$ cat config.mk
export PLATFORM = sky130hd
export DESIGN_NAME = scan_index_counter_flat
export DESIGN_NICKNAME = d
export VERILOG_FILES = /design/src/rtl/scan_index_counter_if.sv /design/src/rtl/scan_index_counter.sv /design/src/flat_wrapper.sv
export SDC_FILE = /design/constraint.sdc
export NUM_CORES = 1
export LEC_CHECK = 0
export CORE_AREA = 5 5 42 44
export CTS_CLUSTER_DIAMETER = 100
export DETAILED_ROUTE_END_ITERATION = 8
export DIE_AREA = 0 0 47 49
export GPL_TIMING_DRIVEN = 0
export PLACE_DENSITY = 0.58
export SKIP_LAST_GASP = 1
export SLEW_MARGIN = 40
export SYNTH_ARGS = -nofsm -noshare
export SYNTH_HDL_FRONTEND = slang
export SYNTH_HIERARCHICAL = 1
export SYNTH_SLANG_ARGS = --single-unit
$ cat constraint.sdc
create_clock -name clk -period 1.6 [get_ports clk]
set_clock_uncertainty 0.15 [all_clocks]
set_input_delay 0.32 -clock clk [delete_from_list [all_inputs] [get_ports clk]]
set_output_delay 0.32 -clock clk [all_outputs]
set_load 0.02 [all_outputs]
$ cat src/rtl/scan_index_counter_if.sv
// Control/status bundle between a block-transform controller and the
// raster index counter: the controller issues restart/go, the counter
// returns the current (u,v) element and the terminal-element flag.
interface scan_index_counter_if #(
    parameter int COUNT_WIDTH = 3
);
    logic                   restart;
    logic                   go;
    logic [COUNT_WIDTH-1:0] u;
    logic [COUNT_WIDTH-1:0] v;
    logic                   done;

    modport master (
        output restart,
        output go,
        input  u,
        input  v,
        input  done
    );

    modport slave (
        input  restart,
        input  go,
        output u,
        output v,
        output done
    );
endinterface

$ cat src/rtl/scan_index_counter.sv
// Two-dimensional raster index generator. v is the fast index, u the slow
// one; done flags the last element (U_MAX,V_MAX). State lives in generic
// enable flops with a per-instance reset value.

// Generic enable flop: reset loads rst_val, otherwise en loads D.
module scan_index_en_flop #(
    parameter int WIDTH = 3
) (
    input  logic             clk,
    input  logic             rst_n,   // active-high synchronous reset
    input  logic             en,
    input  logic [WIDTH-1:0] rst_val,
    input  logic [WIDTH-1:0] D,
    output logic [WIDTH-1:0] Q
);
    logic [WIDTH-1:0] q_q;
    logic [WIDTH-1:0] q_d;

    // Next-state select: load D when enabled, otherwise hold.
    always_comb begin
        q_d = q_q;
        if (en) begin
            q_d = D;
        end
    end

    // State register; reset takes precedence over the enable.
    always_ff @(posedge clk) begin
        if (rst_n) begin
            q_q <= rst_val;
        end else begin
            q_q <= q_d;
        end
    end

    assign Q = q_q;
endmodule

module scan_index_counter #(
    parameter int COUNT_WIDTH = 3,
    parameter int U_MAX       = 7,
    parameter int V_MAX       = 7
) (
    input  logic                clk,
    input  logic                rst_n,   // active-high synchronous reset
    scan_index_counter_if.slave sif
);
    localparam logic [COUNT_WIDTH-1:0] U_LAST = U_MAX[COUNT_WIDTH-1:0];
    localparam logic [COUNT_WIDTH-1:0] V_LAST = V_MAX[COUNT_WIDTH-1:0];
    localparam logic [COUNT_WIDTH-1:0] ONE    = {{(COUNT_WIDTH-1){1'b0}}, 1'b1};
    localparam logic [COUNT_WIDTH-1:0] ZERO   = '0;

    logic [COUNT_WIDTH-1:0] u_q;
    logic [COUNT_WIDTH-1:0] v_q;
    logic [COUNT_WIDTH-1:0] u_d;
    logic [COUNT_WIDTH-1:0] v_d;
    logic                   idx_en;

    // Next element in raster order; restart outranks go, and the flops
    // only load when one of them is active so the indices otherwise hold.
    always_comb begin
        u_d    = u_q;
        v_d    = v_q;
        idx_en = sif.restart | sif.go;
        if (sif.restart) begin
            u_d = ZERO;
            v_d = ZERO;
        end else if (sif.go) begin
            if (v_q != V_LAST) begin
                v_d = v_q + ONE;
            end else begin
                v_d = ZERO;
                u_d = (u_q != U_LAST) ? (u_q + ONE) : ZERO;
            end
        end
    end

    scan_index_en_flop #(.WIDTH(COUNT_WIDTH)) u_reg (
        .clk     (clk),
        .rst_n   (rst_n),
        .en      (idx_en),
        .rst_val (ZERO),
        .D       (u_d),
        .Q       (u_q)
    );

    scan_index_en_flop #(.WIDTH(COUNT_WIDTH)) v_reg (
        .clk     (clk),
        .rst_n   (rst_n),
        .en      (idx_en),
        .rst_val (ZERO),
        .D       (v_d),
        .Q       (v_q)
    );

    // done is decoded from the registered indices so the consumer sees it
    // in the same cycle as the terminal element, independent of go.
    assign sif.u    = u_q;
    assign sif.v    = v_q;
    assign sif.done = (u_q == U_LAST) && (v_q == V_LAST);
endmodule

$ cat src/flat_wrapper.sv
// flat-port wrapper written by rule: the top's interface ports become plain ports
module scan_index_counter_flat 
#(
    parameter int COUNT_WIDTH = 3,
    parameter int U_MAX       = 7,
    parameter int V_MAX       = 7
)
  (clk, rst_n, sif_restart, sif_go, sif_u, sif_v, sif_done);
  scan_index_counter_if #(.COUNT_WIDTH(COUNT_WIDTH)) sif_i ();
  input  logic clk;
  input  logic rst_n;
  input wire logic [$bits(sif_i.restart)-1:0] sif_restart;
  input wire logic [$bits(sif_i.go)-1:0] sif_go;
  output wire logic [$bits(sif_i.u)-1:0] sif_u;
  output wire logic [$bits(sif_i.v)-1:0] sif_v;
  output wire logic [$bits(sif_i.done)-1:0] sif_done;
  assign sif_i.restart = sif_restart;
  assign sif_i.go = sif_go;
  assign sif_u = sif_i.u;
  assign sif_v = sif_i.v;
  assign sif_done = sif_i.done;
  scan_index_counter #(.COUNT_WIDTH(COUNT_WIDTH), .U_MAX(U_MAX), .V_MAX(V_MAX)) u_core (.clk(clk), .rst_n(rst_n), .sif(sif_i));
endmodule
==> impl_metrics.py, run 1 <==
# Metrics from the implementation run
metrics = {
    "run_status": {
        "outcome": "finished with violations",
        "violations": "setup timing",
    },
    "clocking": {
        "htree_levels": 1,
        "clock_latency_ns": 0.24,
        "cts_tree": "yes",
        "clock_path_buffers": 2,
    },
    "global_routing": {
        "use_met2_pct": 12.7,
        "grt_max_degree": 11,
        "grt_pass1_wl_um": 1490,
        "grt-busiest-layer": "met2",
        "grt_usage_pct": 9.21,
        "use_met3_pct": 1.11,
    },
    "setup_path": {
        "crit_chain": "ha_2, ha_4, buf_4, nand4bb_1, a21oi_1, mux2_2",
        "crit_cells": 6,
        "r2r_setup_slack_ns": -0.15,
        "r2r_end": "u_core/u_reg/Q[0]",
    },
    "power": {
        "power-top-group": "registers",
        "ir_drop_uv": 510,
        "powerDensity_nw_per_um2": 726,
        "p_clk_mw": 0.134,
        "p_sw_share_pct": 27.6,
        "seq_power_mw": 0.209,
    },
    "timing": {
        "finalHoldViolations": 0,
        "max_freq_mhz": 571,
        "setup_violations": 7,
        "rsz0062_at_grt": "true",
        "setup_ws_ns": -0.152,
        "fin_crit_sh_pct": 109,
    },
    "finish": {
        "n_fill_cell": 152,
    },
    "yosys": {
        "yosys.area.top_type": "edfxtp_1",
        "flop_cell": "edfxtp_1",
        "async_reset_ff_share_pct": 0,
        "synth-cells-yosys": 39,
        "syn_inst": 39,
        "mappedNetlistArea_sq_um": 455,
    },
    "drt": {
        "first_iter_violations": 3,
        "ant_nets": 0,
        "wirelength_um": 957,
    },
    "floorplan": {
        "initial_core_util_pct": 32.5,
        "ios": 11,
    },
    "placed_design": {
        "gp_congestion": 0.639,
    },
    "hold_path": {
        "min_delay_path_depth": 3,
    },
}
## run 1: per-stage QoR
step           setup slack (ns)  hold slack, ns  area, sq um  total power [mW]  setup TNS (ns)
2_1_floorplan            -0.184           0.405          504             0.306          -0.682
3_3_place_gp             -0.419           0.670          624             0.365           -4.81
3_5_place_dp             -0.414           0.695          624             0.367           -4.81
4_1_cts                  -0.157           0.634          703             0.519          -0.772
5_1_grt                  -0.204           0.668          714             0.552           -1.20
6_report                 -0.152           0.636          714             0.519          -0.798
## run 1: layout make-up
cell class	instances	area [sq um]	share of cell area, %
multi-input combinational	37	337	47.1
sequential	6	180	25.2
timing repair buffer	18	144	20.1
clock buffer	3	22.5	3.15
buffer	1	11.3	1.58
tap	16	20.0	2.80
## run 1: worst min-delay path, cell delays in order
cell and delay (ns):
dlygate4sd2_1 0.32, a21oi_2 0.14, mux2_2 0.15
## run 1: flip-flops by register name (all words and copies together) (netlist names)
| signal | count |
|---|---|
| u_core/v_reg/Q | 3 |
| u_core/u_reg/Q | 3 |
## run 1: how the worst min path moves through the flow
stage	start	endpoint	slack (ns)
floorplan	rst_n	u_core/u_reg/Q[0]	0.41
global placement	u_core/v_reg/Q[1]	u_core/v_reg/Q[1]	0.67
detailed placement	u_core/v_reg/Q[1]	u_core/v_reg/Q[1]	0.69
CTS	sif_restart	u_core/v_reg/Q[0]	0.63
global route	sif_restart	u_core/v_reg/Q[0]	0.67
finish	sif_restart	u_core/u_reg/Q[1]	0.64
## run 1: cells by family after synthesis
group / after synthesis / synth area share, %
buffers and inverters: 1 / 1.10
and+or+nand+nor: 12 / 17.6
other: 1 / 0.823
muxes: 7 / 17.0
AOI/OAI and AO/OA: 8 / 12.9
adders and majority gates: 4 / 11.0
DFF: 6 / 39.6
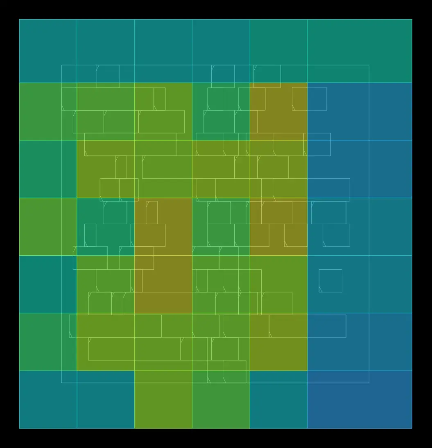
**Above:** run 1 (track usage over the die).
fin util: 51.0%
met1 usage: 11.9%

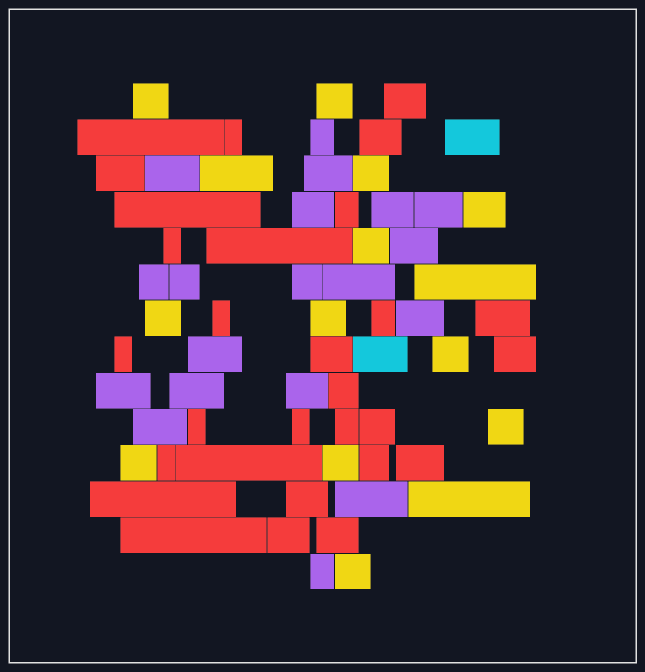
**Above:** run 1 (cell sizes after repair).
cyan -> x6 and larger  # cells 2, share 3.1%, most used buf_6
red -> x1 and smaller  # cells 29, share 45%
purple -> x2  # cells 19, share 29%, most used mux2_2
yellow -> x3 and x4  # cells 15, share 23%, most used buf_4

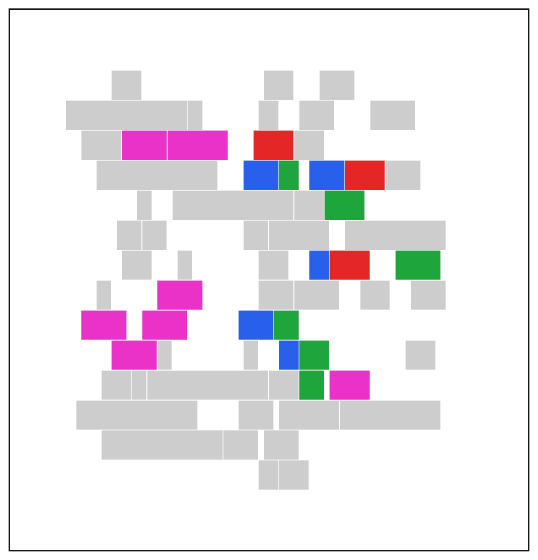
**Above:** run 1 (gate-type map).
blue -> aoi and oai cells  # cells 5, where center
red -> non-inverting ao/oa cells  # cells 3
magenta -> mux cells  # cells 7
green -> nand cells  # cells 6, where center
Commonest Layout Cell: buf_4
logic share of the area: 47.1%

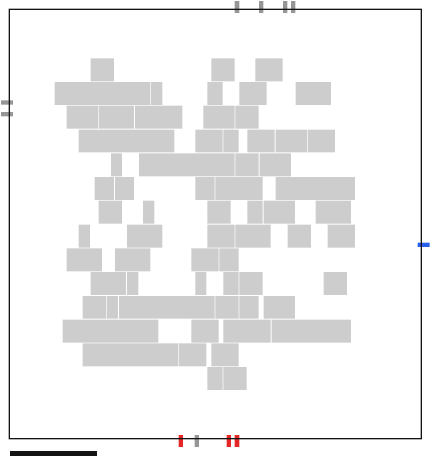
**Above:** run 1 (I/O pins on the die edge).
Bar = 10 um. Pins as bars across the die edge, other pins in gray.
red -> sif_v  # pins 3, direction output, edge bottom
blue -> sif_go  # pins 1, direction input, edge right
chip width: 47 um
chip height: 49 um
Port Buffers: 10

**Run 1: signal wires by layer**

Two of the layers only.
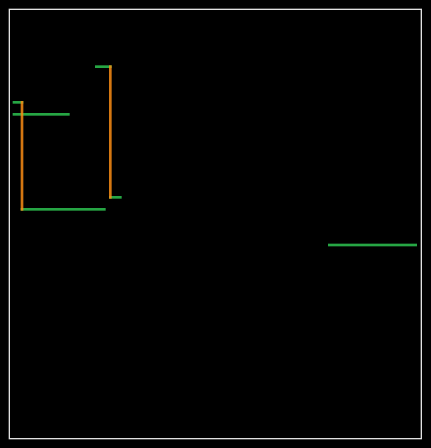

--- run 2 (diff from run 1) ---
Settings changed: PLACE_DENSITY 0.58 to 0.71.
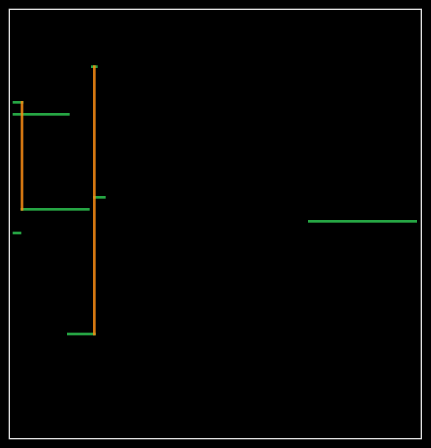
**Above:** run 2 (signal wires by layer).
Two of the layers only.
green -> M3  # wire length 32.0 um
orange -> M4  # wire length 42.8 um
DR vias: 365
final WL: 929 um
overall routing resource usage: 10.1%

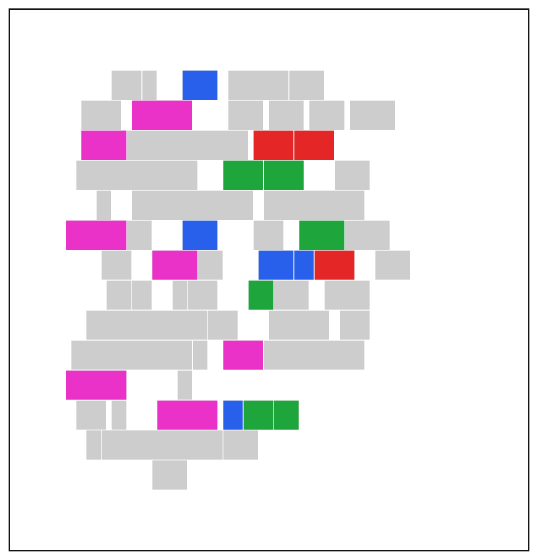
**Above:** run 2 (gate-type map).
green -> nand cells  # cells 6
blue -> aoi and oai cells  # cells 5, where center
magenta -> mux cells  # cells 7
red -> non-inverting ao/oa cells  # cells 3

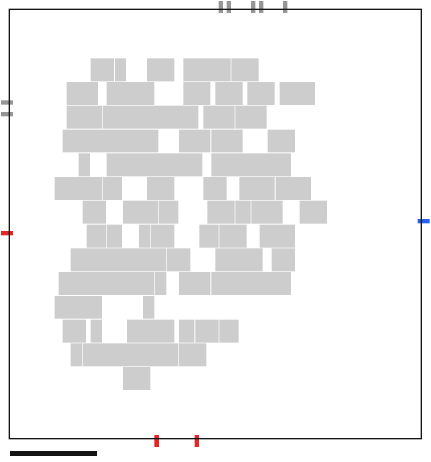
**Above:** run 2 (I/O pins on the die edge).
Bar = 10 um. Pins as bars across the die edge, other pins in gray.
red -> sif_v  # pins 3, direction output, edge 2 bottom, 1 left
blue -> sif_go  # pins 1, direction input, edge right
all pins by edge = 5 top, 3 left, 2 bottom, 1 right

==> impl_metrics.py, run 2 <==
# Metrics from the implementation run
metrics = {
    "power": {
        "total_power_mw": 0.519,
        "ir_drop_uv": 374,
        "powerDensity_nw_per_um2": 725,
    },
    "yosys": {
        "async_reset_ff_share_pct": 0,
        "yosys.area.top_type": "edfxtp_1",
        "flop_cell": "edfxtp_1",
        "syn_inst": 39,
        "top_area_share_pct": 39.6,
        "synth-cells-yosys": 39,
    },
    "finish": {
        "buf_share_pct": 19.6,
        "clockBufferCount": 3,
        "seq_cells": 6,
        "n_fill_cell": 136,
        "drive_gt1_share_pct": 53.2,
        "nNonClkBuffers": 16,
        "seq_share_pct": 25.2,
        "regArea_sq_um": 180,
        "inv_count": 0,
        "largest_cell_class": "combinational gates",
        "lay_top_count": "dlygate4sd2_1",
        "clockNetworkAreaShare_pct": 3.15,
        "logic_area_sq_um": 353,
        "logic_gates": 37,
        "comb-cell-share_pct": 49.3,
    },
    "floorplan": {
        "core_area_sq_um": 1400,
        "nWellTaps": 16,
        "initial_core_util_pct": 32.5,
        "ios": 11,
        "die_y_um": 49,
        "die_w_um": 47,
    },
    "global_routing": {
        "use_met2_pct": 14.7,
        "use_met3_pct": 2.58,
        "grt_use_met1_pct": 11.2,
        "grt-busiest-layer": "met2",
        "grt_pass1_wl_um": 1640,
        "grt_max_degree": 11,
    },
    "timing": {
        "rsz0062_at_grt": "true",
        "setup_ws_ns": -0.159,
        "finalHoldViolations": 0,
        "max_freq_mhz": 569,
        "fin_crit_sh_pct": 110,
        "fin_hold_ws_ns": 0.635,
        "setup_violations": 7,
    },
    "drt": {
        "wl_met2_um": 435,
        "first_iter_violations": 3,
        "ant_nets": 0,
        "dr.pass1.iters": 2,
    },
    "run_status": {
        "outcome": "finished with violations",
        "violations": "setup timing",
    },
    "clocking": {
        "clock_path_buffers": 2,
        "cts_tree": "yes",
        "htree_levels": 1,
        "clock_latency_ns": 0.24,
    },
    "placed_design": {
        "port_buffers": 10,
        "gp_congestion": 0.675,
        "placed_cell_area_sq_um": 624,
    },
    "setup_path": {
        "crit_chain": "ha_2, ha_4, and2_4, buf_6",
    },
    "hold_path": {
        "hold_class": "in2reg",
    },
}
## run 2: cell counts after synthesis
No cell type changed its count.
## run 2: critical path: cells and delay by family, from the launching register on
kind | cells | cell delay (ns)
buffers and inverters | 1 | 0.12
AND/OR/NAND/NOR | 1 | 0.15
adder cells (fa/ha/maj) | 2 | 0.37
flip-flops | 1 | 0.40
## run 2: stage by stage
stage / setup WS, ns / util, % / setup TNS (ns)
after floorplan: -0.184 / - / -0.682
after global placement: -0.409 / 44.6 / -4.65
after detailed placement: -0.401 / 44.6 / -4.62
after CTS: -0.176 / 50.3 / -0.711
after global routing: -0.209 / 51.1 / -1.09
final: -0.159 / 51.1 / -0.705
## run 2: worst paths after layout
kind                     startpoint  cells past startpoint           endpoint  slack, ns
setup / recovery  u_core/u_reg/Q[1]                      4           sif_done      -0.16
setup reg to reg  u_core/v_reg/Q[1]                      5  u_core/v_reg/Q[0]      -0.14
hold / removal          sif_restart                      3  u_core/u_reg/Q[2]       0.64
hold reg to reg   u_core/v_reg/Q[1]                      3  u_core/v_reg/Q[1]       0.66
## run 2: logic make-up (layout without fill, tap and decap cells)
kind of cell,count (synthesis),after routing,share of synthesized area (%)
flops,6,6,39.6
mux,7,7,17.0
fa+ha+maj,4,4,11.0
compound gates,8,8,12.9
other cells,1,6,0.823
simple gates,12,12,17.6
buf+inv,1,19,1.10
## run 2: where the power goes
| part | switching, mW | total [mW] | internal [mW] |
|---|---|---|---|
| combinational | 0.0783 | 0.172 | 0.0936 |
| clock | 0.0518 | 0.136 | 0.0846 |
| sequential | 0.0151 | 0.210 | 0.195 |
| total | 0.145 | 0.519 | 0.374 |
## run 2: timing repair
item,CTS,global route
pin swaps,3,3
buffers inserted,5,0
setup endpoints to repair,19,7
endpoints found under the hold margin,0,0
gates resized,26,3
**Run 2: track usage over the die**

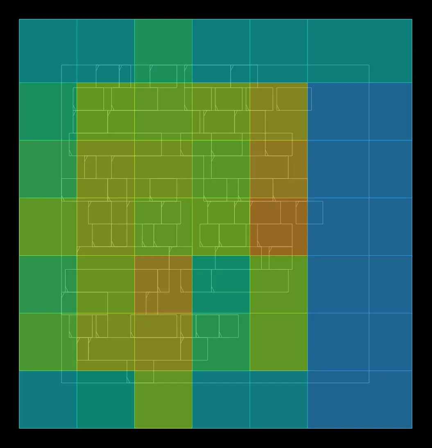

--- run 3 (diff from run 2) ---
Settings changed: CORE_AREA 5 5 42 44 to 2 2 39 41, DIE_AREA 0 0 47 49 to 0 0 41 43.
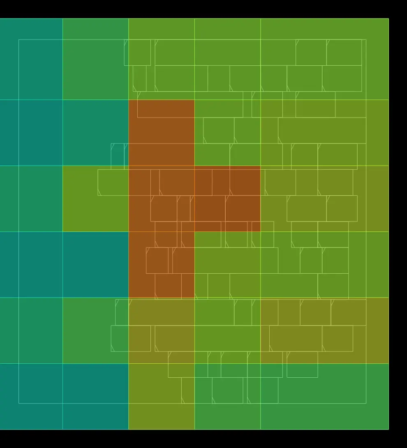
**Above:** run 3 (track usage over the die).
fin util: 53.2%
met1 usage: 13.6%
WL/cell: 13.8 um
overall routing resource usage: 15.3%
Top Usage Layer GRT: met2

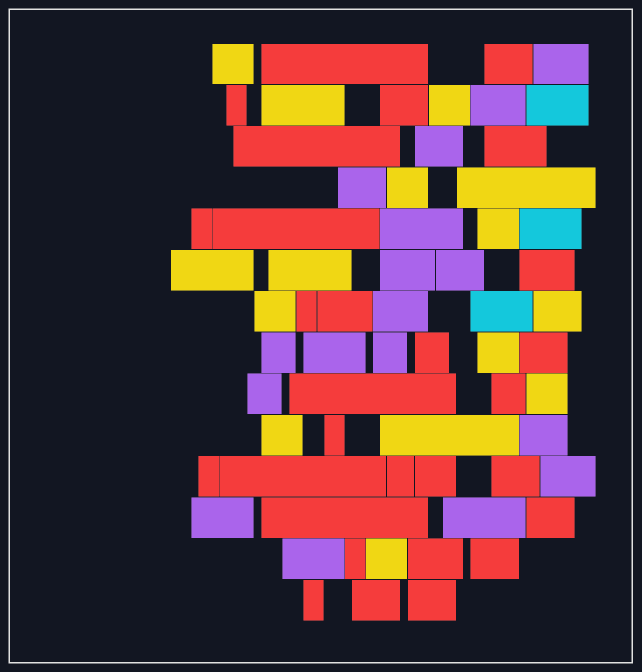
**Above:** run 3 (cell sizes after repair).
yellow -> x3 and x4  # cells 15, share 23%, most used buf_4
purple -> x2  # cells 17, share 27%, most used a21oi_2
cyan -> x6 and larger  # cells 3, share 4.7%, most used buf_6
red -> x1 and smaller  # cells 29, share 45%, most used dlygate4sd2_1

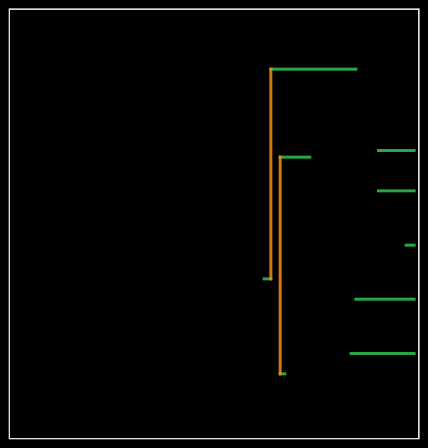
**Above:** run 3 (signal wires by layer).
Two of the layers only.
orange -> M4  # wire length 42.8 um
green -> M3  # wire length 32.6 um

==> impl_metrics.py, run 3 <==
# Metrics from the implementation run
metrics = {
    "run_status": {
        "outcome": "finished with violations",
        "violations": "setup timing",
    },
    "hold_path": {
        "hold_end": "u_core/v_reg/Q[2]",
        "hold_start": "sif_restart",
        "min_delay_path_depth": 3,
        "hold_class": "in2reg",
    },
    "clocking": {
        "htree_levels": 1,
        "cts_hold_buf": 0,
        "clock_path_buffers": 2,
        "clock_latency_ns": 0.24,
    },
    "placed_design": {
        "port_buffers": 10,
        "placed_cell_area_sq_um": 624,
        "gp_congestion": 0.645,
        "dp_slack_ns": -0.418,
        "post-dp-hpwl_um": 741,
    },
    "power": {
        "p_leak_nw": 0.316,
        "p_switching_mw": 0.148,
        "p_sw_share_pct": 27.9,
        "powerDensity_nw_per_um2": 721,
        "p_int_mw": 0.383,
        "p_clk_share_pct": 24.7,
        "seq_power_share_pct": 39.7,
        "ir_drop_uv": 265,
        "comb_power_share_pct": 35.6,
    },
    "finish": {
        "comb-cell-share_pct": 48.0,
        "n_fill_cell": 122,
        "lay_top_count": "dlygate4sd2_1",
        "nets": 74,
        "seq_cells": 6,
        "clockNetworkAreaShare_pct": 3.06,
        "clockBufferCount": 3,
        "largest_cell_class": "combinational gates",
        "logic_gates": 37,
        "logic_area_sq_um": 353,
        "buf_share_pct": 21.8,
        "drive_gt1_share_pct": 54.7,
        "inv_count": 0,
        "seq_share_pct": 24.5,
        "nNonClkBuffers": 18,
        "regArea_sq_um": 180,
        "stdcell_area_sq_um": 736,
    },
    "setup_path": {
        "crit_chain": "ha_2, ha_4, buf_6, nand4bb_1, a21oi_2, mux2_4",
        "r2r_start": "u_core/v_reg/Q[1]",
        "cp-endpoint": "u_core/u_reg/Q[0]",
        "crit_cells": 6,
        "r2r_end": "u_core/u_reg/Q[0]",
        "r2r_cells": 6,
        "crit_family": "adder cells",
        "r2r_setup_slack_ns": -0.17,
        "endpoint_kind": "register",
        "cp.arrival_ns": 1.61,
        "critPathBufInv": 1,
    },
    "floorplan": {
        "initial_core_util_pct": 32.9,
        "nWellTaps": 16,
        "die_w_um": 41,
        "ios": 11,
        "die_y_um": 43,
        "core_area_sq_um": 1380,
    },
    "yosys": {
        "synth-cells-yosys": 39,
        "syn_inst": 39,
        "top_area_share_pct": 39.6,
        "flop_cell": "edfxtp_1",
        "async_reset_ff_share_pct": 0,
        "yosys.area.top_type": "edfxtp_1",
        "yosysWarnings": 6,
    },
    "timing": {
        "max_freq_mhz": 564,
        "fin_crit_sh_pct": 111,
        "report.final.slew_viol_count": 0,
        "setup_ws_ns": -0.173,
        "finalHoldViolations": 0,
        "setup_violations": 7,
        "rsz0062_at_grt": "true",
    },
    "drt": {
        "vias": 391,
        "wirelength_um": 1100,
        "dr.pass1.iters": 4,
        "first_iter_violations": 3,
    },
    "global_routing": {
        "grt_pass1_wl_um": 1730,
        "grt_max_degree": 11,
    },
}
-- run 3: cell count changes in the layout (fill, tap and decap cells not counted) --
cell,previous run,this run
buf_4,4,6
a21oi_1,2,1
a21oi_2,3,4
buf_2,1,0
clkdlybuf4s15_1,0,1
mux2_2,2,3
mux2_4,4,3
-- run 3: power by group through the flow --
stage / Sequential [mW] / Combinational (mW) / Clock, mW
2_1_floorplan: 0.234 / 0.0717 / 0
3_3_place_gp: 0.214 / 0.146 / 0
3_5_place_dp: 0.217 / 0.157 / 0
4_1_cts: 0.210 / 0.182 / 0.138
5_1_grt: 0.212 / 0.206 / 0.142
6_report: 0.211 / 0.189 / 0.131
-- run 3: what timing repair did --
item	in CTS	in global routing
pin swaps	3	2
setup endpoints to repair	19	8
buffers inserted	7	0
gates resized	25	2
-- run 3: per-stage QoR --
stage               power [mW]  cells  hold WS, ns
floorplan                0.306     44        0.405
global placement         0.360     70        0.669
detailed placement       0.374     70        0.689
CTS                      0.531     80        0.629
global route             0.561     80        0.693
finish                   0.530     80        0.652
-- run 3: worst reg2reg max path, stage by stage (launching register included) --
cell and delay [ns]:
edfxtp_1 0.39, ha_2 0.23, ha_4 0.18, buf_6 0.11
nand4bb_1 0.11, a21oi_2 0.07, mux2_4 0.28
-- run 3: kinds of logic after synthesis --
| logic type | share of synthesized area (%) |
|---|---|
| flip-flops | 39.6 |
| buffers and inverters | 1.10 |
| AND/OR/NAND/NOR | 17.6 |
| multiplexers | 17.0 |
| other | 0.823 |
| AND-OR/OR-AND | 12.9 |
| adder cells (fa/ha/maj) | 11.0 |
-- run 3: layer usage --
metal  GRT usage [%]  vias up  wire [um]
li1                -      191          -
met1            13.6      187        400
met2            25.0        9        627
met3            4.19        4         32
met4            14.7        0         42
met5               0        -          0
No activity file was given, so power comes from the tool's default toggle rates.
